### PDN straps and rails

Scale: 4 px per um. Pins as bars on the die edge.
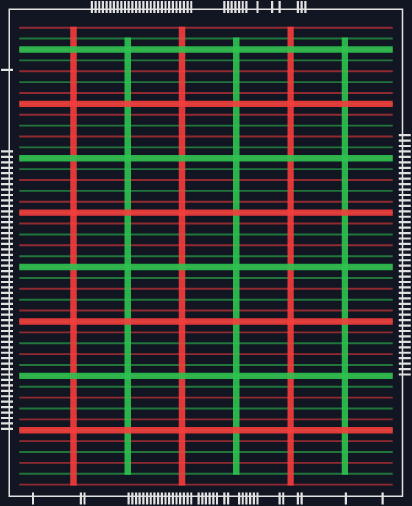
### Routed clock nets over the placement

Scale: 4 px per um.
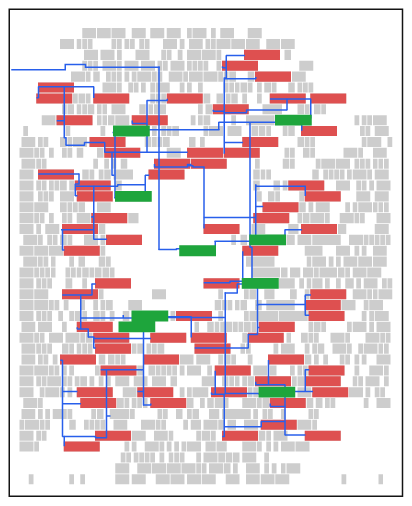
### Cell area per tile

Scale: 2 px per um. The die is cut into 10 by 12 equal tiles; white is low, dark blue is high, 0 to 100% covered.
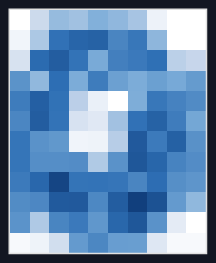
### Routing congestion map

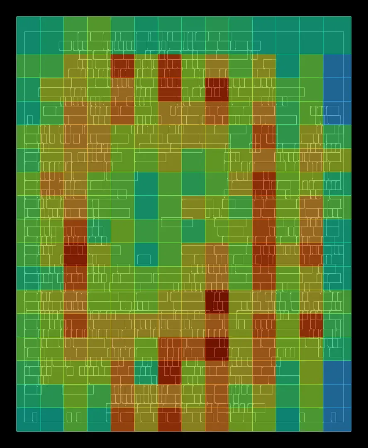
### Signal wires on met4

Scale: 3 px per um.
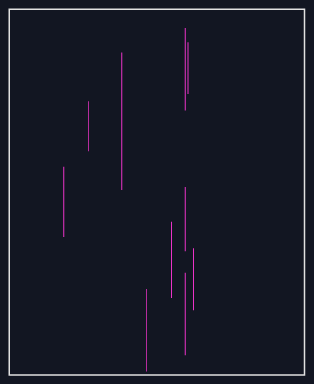
==> config.mk <==
export PLATFORM = sky130hd
export DESIGN_NAME = mux_n_pipe
export DESIGN_NICKNAME = d
export VERILOG_FILES = /design/src/rtl/mux_n_pipe.sv
export SDC_FILE = /design/constraint.sdc
export NUM_CORES = 1
export LEC_CHECK = 0
export ABC_AREA = 1
export CAP_MARGIN = 10
export CORE_ASPECT_RATIO = 1.25
export CORE_MARGIN = 2
export CORE_UTILIZATION = 39
export DETAILED_ROUTE_END_ITERATION = 10
export HOLD_SLACK_MARGIN = 0.05
export PLACE_DENSITY = 0.89
export SYNTH_ARGS = -nofsm -noshare
export SYNTH_HDL_FRONTEND = slang
export SYNTH_SLANG_ARGS = --single-unit
export TNS_END_PERCENT = 10
==> constraint.sdc <==
create_clock -name clk -period 2.32 [get_ports clk]
set_input_delay 0.464 -clock clk [delete_from_list [all_inputs] [get_ports clk]]
set_output_delay 0.464 -clock clk [all_outputs]
set_load 0.01 [all_outputs]
==> flow_summary.json <==
{
  "period_used_pct": 84.2,
  "io_buffers": 170,
  "tightestPinTransition_ps": 817,
  "start_kind": "input pin",
  "cts_root_buf": "clkbuf_16",
  "swShare_pct": 29.6,
  "final-setup-viol-count": 0,
  "ys_sh_simple_pct": 39.6,
  "crit_type": "in -> reg",
  "htree_levels": 3,
  "track_usage_pct": 20.8,
  "crit_fanout": 21,
  "rsz0062_at_grt": "false",
  "regArea_um2": 1750,
  "synth_warnings": 0,
  "synthDistinctLibCells": 23,
  "taps": 132,
  "multi_input_comb_area_um2": 2110,
  "die_area_um2": 11900,
  "whs_ps": 429,
  "layout.cells.most_common": "nand2_1",
  "synth.area.mux_share_pct": 0,
  "top_area_cell": "dfrtp_1",
  "ys_area_um2": 4300,
  "syn-mean-instance-area_um2": 6.64,
  "synthAoiAreaFrac_pct": 8.15,
  "dp_hpwl_um": 8590,
  "cp-end-kind": "flip-flop",
  "buf_share_pct": 30.0,
  "worstHoldPathType": "in -> async",
  "numCtsBuffers": 9,
  "post_cts_resized": 0,
  "syn_area_um2": 4300,
  "ys_sh_xor_pct": 0,
  "fmax_ghz": 0.512,
  "dr.pass1.iters": 6,
  "wl_per_cell_um": 12.8,
  "antenna_found_initial": 0,
  "fin_nets": 942,
  "diodes": 0,
  "nNonClkBuffers": 186,
  "gp_congestion": 0.765,
  "comb_share_pct": 32.9,
  "p_int_w": 0.00306,
  "status": "complete, no violations",
  "clock_path_buffers": 2,
  "lay_top_cells": "nand2_1, clkdlybuf4s50_1, dfrtp_1",
  "ys_ff": 70,
  "wl_met1_um": 4980,
  "comb_power_share_pct": 30.7,
  "rows": 42,
  "seq_share_pct": 27.3,
  "critPathSlowestCell": "clkdlybuf4s50_1",
  "logic_gates": 493,
  "final_layout_size_suffix_gt1_share_pct": 7.41,
  "cp.depth": 10,
  "use_met1_pct": 24.3,
  "drv_slew": 0,
  "placed_area_um2": 6120,
  "place_worst_setup_slack_ps": 21.3,
  "met2_wirelength_um": 6020,
  "fin_ws_ps": 368,
  "drtIter0Drc": 168,
  "netlist_instances": 647,
  "pin_count": 180,
  "r2r.worst_path.cells": 12,
  "edf_count": 0,
  "nClkBuffers": 12,
  "grt_max_degree": 70,
  "crit_chain": "clkdlybuf4s50_1, inv_2, nor2_2, buf_12, nand2_1, nand2_1, nor2_1, nand2_1, nand2_1, nand2_1",
  "slowest_delay_ps": 600,
  "fin_area_um2": 6400,
  "synth-seq-area-share_pct": 40.7,
  "fillers": 937,
  "grt_pass1_vias": 4253,
  "clock-sinks": 70
}
Back to the opening pictures, 'PDN straps and rails':
- VSS: red
- VDD: green
- met1 rails: 43
- met5 straps: 8
- met4 straps: 6
- rows: 42
- signal pins: 180
die span in x: 97.9 um
die span in y: 121 um
Max VDD drop: 0.374 mV
core area: 10,700 um2

Back to the opening pictures, 'Routed clock nets over the placement':
- clock wires: blue (length 944 um)
- clock-net drivers: green (count 9)
- flip-flops: red (count 70)
- routed clock nets: 10
- flops lie: widely spread
worst skew pair latency: 330 ps
Clock power frac: 29.7%
Final Skew: 4.60 ps
reported clock group power: 0.00129 W

Back to the opening pictures, 'Cell area per tile':
- tiles over 75% full: 18%
- nearly empty tiles: 5.8%
- fullest tile: 94%
fin util: 60.0%
fp_density: 40.3%

Back to the opening pictures, 'Routing congestion map':
met2 Use GR: 36.3%
met3 global-route usage: 5.88%

Back to the opening pictures, 'Signal wires on met4':
- main direction: vertical
- wire length on this layer: 250 um
- longest straight run: 45.6 um
- share of all routed wire: 2.1%
- nets with wire on the layer: 9
total number of vias: 4,416
total routed wirelength: 12,000 um

-- stage by stage --
| step | std cells | power (W) |
|---|---|---|
| floorplan | 655 | 0.00238 |
| global placement | 926 | 0.00304 |
| detailed placement | 926 | 0.00308 |
| CTS | 942 | 0.00439 |
| global route | 942 | 0.00464 |
| finish | 942 | 0.00434 |
-- power by group through the flow --
stage | Clock [W] | Sequential, W | Combinational (W)
after floorplan | 0 | 0.00176 | 0.000615
after global placement | 0 | 0.00173 | 0.00132
after detailed placement | 0 | 0.00173 | 0.00135
after CTS | 0.00132 | 0.00172 | 0.00135
after global routing | 0.00139 | 0.00176 | 0.00150
final | 0.00129 | 0.00172 | 0.00134
Power figures rest on the tool's default switching activity, not on a simulated workload.
